Fig. 1: run 1, congestion heat map
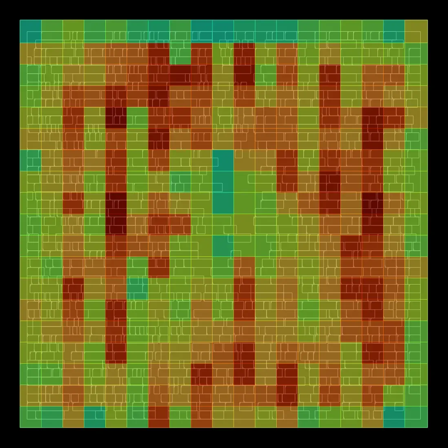
Fig. 2: run 1, the metal 1 layer
The bar under the picture is 50 um long.
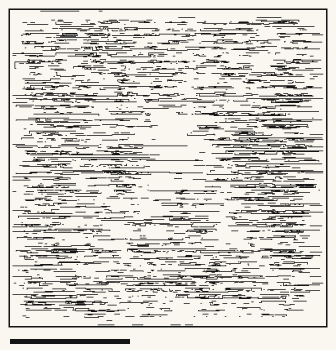
Fig. 3: run 1, metal 4
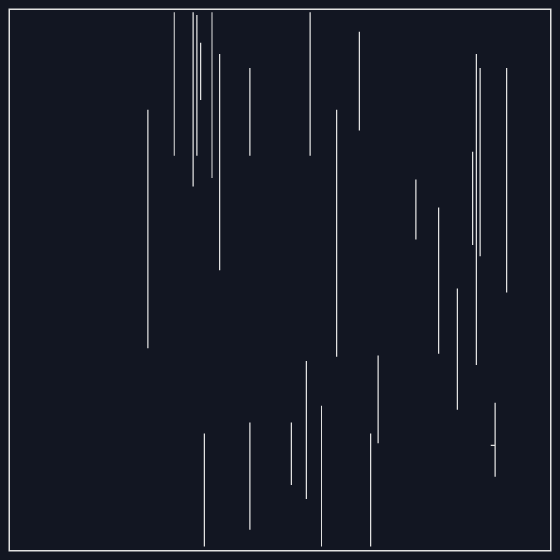
--- config.mk ---
export PLATFORM = sky130hd
export DESIGN_NAME = mult_hilo_ctrl_flat
export DESIGN_NICKNAME = d
export VERILOG_FILES = /design/src/rtl/mult_hilo_if.sv /design/src/rtl/mult_hilo_ctrl.sv /design/src/flat_wrapper.sv
export SDC_FILE = /design/constraint.sdc
export NUM_CORES = 1
export LEC_CHECK = 0
export CORE_MARGIN = 2
export CORE_UTILIZATION = 38
export DETAILED_ROUTE_END_ITERATION = 6
export HOLD_SLACK_MARGIN = 0.12
export PLACE_DENSITY_LB_ADDON = 0.12
export SETUP_SLACK_MARGIN = 0.2
export SLEW_MARGIN = 30
export SYNTH_ARGS = -nofsm -noshare
export SYNTH_HDL_FRONTEND = slang
export SYNTH_SLANG_ARGS = --single-unit
--- constraint.sdc ---
create_clock -name clk -period 1.4 [get_ports clk]
set_input_delay 0.35 -clock clk [delete_from_list [all_inputs] [get_ports clk]]
set_output_delay 0.35 -clock clk [all_outputs]
set_load 0.005 [all_outputs]
--- src/rtl/mult_hilo_if.sv ---
// Pipeline-side bundle for the multiply sequencer: issue, HI/LO move requests and the ALU multiply path.
interface mult_hilo_if;
  logic        start;
  logic        signed_op;
  logic [31:0] a;
  logic [31:0] b;
  logic        mthi;
  logic        mtlo;
  logic [31:0] wdata;
  logic        mf_req;
  logic        mf_sel;
  logic [31:0] alu_a;
  logic [31:0] alu_b;
  logic [3:0]  alu_op;
  logic [31:0] alu_hi;
  logic [31:0] alu_lo;
  logic [31:0] rdata;
  logic        rdata_valid;
  logic        busy;
  logic        stall;
  logic        done;

  modport master (
    output start, signed_op, a, b, mthi, mtlo, wdata, mf_req, mf_sel, alu_hi, alu_lo,
    input  alu_a, alu_b, alu_op, rdata, rdata_valid, busy, stall, done
  );

  modport slave (
    input  start, signed_op, a, b, mthi, mtlo, wdata, mf_req, mf_sel, alu_hi, alu_lo,
    output alu_a, alu_b, alu_op, rdata, rdata_valid, busy, stall, done
  );
endinterface

--- src/rtl/mult_hilo_ctrl.sv ---
// Multi-cycle multiply sequencer owning the HI/LO pair; the ALU operands are held stable
// for MULT_LAT cycles and the full 64-bit product is committed into HI/LO.
module mult_hilo_ctrl #(
  parameter int unsigned MULT_LAT = 4
) (
  input  logic        clk,
  input  logic        rst_n,
  mult_hilo_if.slave  bus
);

  localparam logic [3:0] LAT_M1     = 4'(MULT_LAT - 1);
  localparam logic [3:0] OP_MULT    = 4'b0110;
  localparam logic [3:0] OP_MULTU   = 4'b0111;

  typedef enum logic [0:0] {IDLE = 1'b0, BUSY = 1'b1} state_t;

  state_t      state_r, state_s;
  logic [3:0]  cnt_r, cnt_s;
  logic        accept_s;
  logic        commit_s;
  logic        idle_s;
  logic [31:0] hi_r, lo_r;
  logic [31:0] alu_a_r, alu_b_r;
  logic [3:0]  alu_op_r;
  logic        done_r;

  // State and latency counter register
  always_ff @(posedge clk or negedge rst_n) begin
    if (!rst_n) begin
      state_r <= IDLE;
      cnt_r   <= 4'd0;
    end else begin
      state_r <= state_s;
      cnt_r   <= cnt_s;
    end
  end

  // Next-state logic: accept in IDLE, count down in BUSY, commit when the counter is exhausted
  always_comb begin
    state_s  = state_r;
    cnt_s    = cnt_r;
    accept_s = 1'b0;
    commit_s = 1'b0;
    case (state_r)
      IDLE: begin
        if (bus.start) begin
          accept_s = 1'b1;
          cnt_s    = LAT_M1;
          state_s  = BUSY;
        end else begin
          cnt_s    = cnt_r;
        end
      end
      BUSY: begin
        if (cnt_r == 4'd0) begin
          commit_s = 1'b1;
          state_s  = IDLE;
        end else begin
          cnt_s    = cnt_r - 4'd1;
        end
      end
      default: begin
        state_s = IDLE;
        cnt_s   = 4'd0;
      end
    endcase
  end

  assign idle_s = (state_r == IDLE);

  // ALU operand latch, HI/LO writes (commit has priority over an mt* only in principle:
  // mt* is accepted only in IDLE, commit only happens in BUSY) and the done pulse
  always_ff @(posedge clk or negedge rst_n) begin
    if (!rst_n) begin
      alu_a_r  <= 32'd0;
      alu_b_r  <= 32'd0;
      alu_op_r <= OP_MULTU;
      hi_r     <= 32'd0;
      lo_r     <= 32'd0;
      done_r   <= 1'b0;
    end else begin
      if (accept_s) begin
        alu_a_r  <= bus.a;
        alu_b_r  <= bus.b;
        alu_op_r <= bus.signed_op ? OP_MULT : OP_MULTU;
      end
      if (commit_s) begin
        hi_r <= bus.alu_hi;
        lo_r <= bus.alu_lo;
      end else begin
        if (idle_s && bus.mthi) hi_r <= bus.wdata;
        if (idle_s && bus.mtlo) lo_r <= bus.wdata;
      end
      done_r <= commit_s;
    end
  end

  assign bus.alu_a       = alu_a_r;
  assign bus.alu_b       = alu_b_r;
  assign bus.alu_op      = alu_op_r;
  assign bus.busy        = ~idle_s;
  assign bus.done        = done_r;
  assign bus.rdata       = bus.mf_sel ? hi_r : lo_r;
  assign bus.rdata_valid = bus.mf_req & idle_s;
  assign bus.stall       = ~idle_s & (bus.start | bus.mf_req | bus.mthi | bus.mtlo);

endmodule

--- src/flat_wrapper.sv ---
// flat-port wrapper written by rule: the top's interface ports become plain ports
module mult_hilo_ctrl_flat 
#(
  parameter int unsigned MULT_LAT = 4
)
  (clk, rst_n, bus_start, bus_signed_op, bus_a, bus_b, bus_mthi, bus_mtlo, bus_wdata, bus_mf_req, bus_mf_sel, bus_alu_hi, bus_alu_lo, bus_alu_a, bus_alu_b, bus_alu_op, bus_rdata, bus_rdata_valid, bus_busy, bus_stall, bus_done);
  mult_hilo_if bus_i ();
  input  logic clk;
  input  logic rst_n;
  input wire logic [$bits(bus_i.start)-1:0] bus_start;
  input wire logic [$bits(bus_i.signed_op)-1:0] bus_signed_op;
  input wire logic [$bits(bus_i.a)-1:0] bus_a;
  input wire logic [$bits(bus_i.b)-1:0] bus_b;
  input wire logic [$bits(bus_i.mthi)-1:0] bus_mthi;
  input wire logic [$bits(bus_i.mtlo)-1:0] bus_mtlo;
  input wire logic [$bits(bus_i.wdata)-1:0] bus_wdata;
  input wire logic [$bits(bus_i.mf_req)-1:0] bus_mf_req;
  input wire logic [$bits(bus_i.mf_sel)-1:0] bus_mf_sel;
  input wire logic [$bits(bus_i.alu_hi)-1:0] bus_alu_hi;
  input wire logic [$bits(bus_i.alu_lo)-1:0] bus_alu_lo;
  output wire logic [$bits(bus_i.alu_a)-1:0] bus_alu_a;
  output wire logic [$bits(bus_i.alu_b)-1:0] bus_alu_b;
  output wire logic [$bits(bus_i.alu_op)-1:0] bus_alu_op;
  output wire logic [$bits(bus_i.rdata)-1:0] bus_rdata;
  output wire logic [$bits(bus_i.rdata_valid)-1:0] bus_rdata_valid;
  output wire logic [$bits(bus_i.busy)-1:0] bus_busy;
  output wire logic [$bits(bus_i.stall)-1:0] bus_stall;
  output wire logic [$bits(bus_i.done)-1:0] bus_done;
  assign bus_i.start = bus_start;
  assign bus_i.signed_op = bus_signed_op;
  assign bus_i.a = bus_a;
  assign bus_i.b = bus_b;
  assign bus_i.mthi = bus_mthi;
  assign bus_i.mtlo = bus_mtlo;
  assign bus_i.wdata = bus_wdata;
  assign bus_i.mf_req = bus_mf_req;
  assign bus_i.mf_sel = bus_mf_sel;
  assign bus_i.alu_hi = bus_alu_hi;
  assign bus_i.alu_lo = bus_alu_lo;
  assign bus_alu_a = bus_i.alu_a;
  assign bus_alu_b = bus_i.alu_b;
  assign bus_alu_op = bus_i.alu_op;
  assign bus_rdata = bus_i.rdata;
  assign bus_rdata_valid = bus_i.rdata_valid;
  assign bus_busy = bus_i.busy;
  assign bus_stall = bus_i.stall;
  assign bus_done = bus_i.done;
  mult_hilo_ctrl #(.MULT_LAT(MULT_LAT)) u_core (.clk(clk), .rst_n(rst_n), .bus(bus_i));
endmodule
==> metrics.csv, run 1 <==
stage,metric,value,unit
routing,total length of routed met2 wires,13610,um
clock_tree,CTS tree,yes,
synthesis,most frequent cell after synthesis,sky130_fd_sc_hd__nand2_1,
power,switching power share of the total,0.3436,
power,part of the total power dissipated in the clock network,0.169,
layout,count of buffers not belonging to the clock network in the layout,450,
layout,top logic cells by instance count in the layout,"161 x sky130_fd_sc_hd__clkdlybuf4s50_1, 133 x sky130_fd_sc_hd__dfrtp_1, 102 x sky130_fd_sc_hd__nand2_2",
synthesis,post-synthesis sequential element count,135,
routing,Via-to-Cell Ratio,5.031,
layout,FF+latch area,3381,um^2
layout,Flop Count,135,
grt,largest net degree at the start of global routing,48,
outcome,violated checks,negative setup slack,
placed_design,Placement Setup Slack,-0.6324,ns
flow_run,tally of OpenROAD warnings,30,
routing,met1 WL,9444,um
clock_tree,clk sinks,135,
floorplanning,area inside the core boundary,15890,um^2
synthesis,synthesized-area fraction occupied by xor and xnor cells,0,
min_path,worst min path class,primary input to asynchronous set/reset pin,
outcome,result of the run,finished with violations,
grt,antenna violations before repair,0,
timing,worst path setup slack after routing,-0.2075,ns
timing,Setup Viol. Count Final,168,
setup_path,Crit path buffers/inverters,3,
setup_path,reg-to-reg setup timing slack,-0.21,ns
Notes on Fig. 1 above:
met3 usage in global routing: 0.06404
peak-usage layer in the global routing report: met2
Post-Route Utilization: 0.8076
met1 track demand over resource in global routing: 0.2928

Notes on Fig. 2 above:
1072 nets have wire on it. The layer holds 37% of the routed length. The longest straight run is 46.9 um. The layer carries 9440 um of wire.

Notes on Fig. 3 above:
The longest straight run is 75.5 um. 23 nets have wire on it. The wires run mostly vertical. The layer holds 3.5% of the routed length.

==> inputs of run 2 (changes only) <==
--- a/config.mk
+++ b/config.mk
@@ -10,7 +10,6 @@
 export DETAILED_ROUTE_END_ITERATION = 6
 export HOLD_SLACK_MARGIN = 0.12
 export PLACE_DENSITY_LB_ADDON = 0.12
-export SETUP_SLACK_MARGIN = 0.2
 export SLEW_MARGIN = 30
 export SYNTH_ARGS = -nofsm -noshare
 export SYNTH_HDL_FRONTEND = slang
==> run 2 against run 1 <==
The run still ends with negative setup slack left; largest cell class unchanged; critical path depth increased by 2; clock skew decreased by 0.0015 ns; count of clock-buffer cells in the layout increased by 5; non-clock buffer count decreased by 45.
==> metrics.csv, run 2 <==
stage,metric,value,unit
timing,final hold slack,0.3923,ns
clock_tree,clk sinks,135,
synthesis,synthesized-area fraction occupied by xor and xnor cells,0,
grt,largest net degree at the start of global routing,44,
timing,f_max,625.2,MHz
routing,final routed DRC violation total,0,
setup_path,Crit path buffers/inverters,4,
synthesis,post-synthesis sequential element count,135,
placed_design,Placement Setup Slack,-0.8670,ns
setup_path,Crit. End Element,flip-flop,
placed_design,half-perimeter wire length after detailed placement,12850,um
layout,Flop Count,135,
grt,Global Route Usage Sum,0.2406,
setup_path,worst r2r path cells,8,
layout,number of logic inverters in the finished layout,2,
layout,top logic cells by instance count in the layout,"161 x sky130_fd_sc_hd__clkdlybuf4s50_1, 134 x sky130_fd_sc_hd__dfrtp_1, 133 x sky130_fd_sc_hd__nand2_1",
setup_path,reg-to-reg setup timing slack,-0.20,ns
setup_path,slowest cell delay on critical path,0.40,ns
grt,peak-usage layer in the global routing report,met2,
routing,total length of routed met2 wires,12540,um
setup_path,capture instance of the worst register-to-register path,u_core.lo_r[24]$_DFFE_PN0P_,
synthesis,"area fraction in and, or, nand and nor cells after synthesis",0.1742,
layout,fraction of area in non-clock buffers,0.3685,
min_path,worst min path class,primary input to asynchronous set/reset pin,
power,Power Sequential,0.00730,W
synthesis,Gate Count Post-Synth,626,
routing,met1 WL,9246,um
layout,Post-Route Utilization,0.7472,
clock_tree,CTS Hold Bufs,1,
synthesis,most frequent cell after synthesis,sky130_fd_sc_hd__nand2_1,
grt,antenna violations before repair,1,
clock_tree,CTS tree,yes,
routing,Via-to-Cell Ratio,4.990,
floorplanning,area inside the core boundary,15890,um^2
clock_tree,CTS HTree Levels,4,
layout,count of buffers not belonging to the clock network in the layout,405,
power,part of the total power dissipated in the clock network,0.172,
timing,worst path setup slack after routing,-0.1995,ns
layout,FF+latch area,3379,um^2
floorplanning,number of placement rows,46,
timing,Setup Viol. Count Final,140,
routing,remaining number of nets flagged by the antenna check after routing,0,
outcome,result of the run,finished with violations,
grt,met3 usage in global routing,0.07485,
floorplanning,Die H,131.6,um
layout,layout multi-input combinational cell count,447,
outcome,violated checks,negative setup slack,
flow_run,tally of OpenROAD warnings,30,
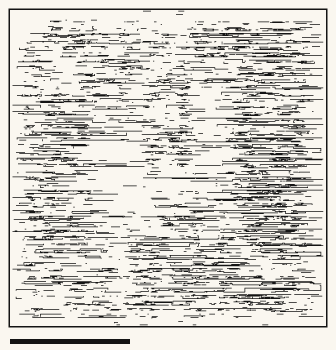
Fig. 4. The metal 1 layer (run 2).
The bar under the picture is 50 um long.
The longest straight run is 44.2 um. The wires run mostly horizontal. The layer carries 9250 um of wire.
met1 track demand over resource in global routing: 0.2945
wire length after detailed routing: 24110 um
via count: 6163

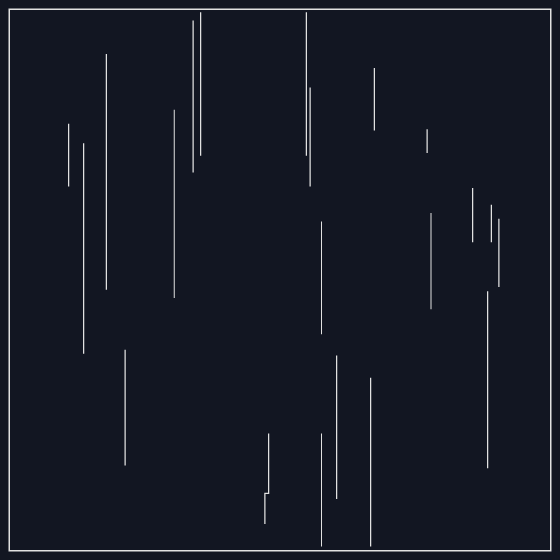
Fig. 5. Metal 4 (run 2).

Power and IR drop assume default switching activity.
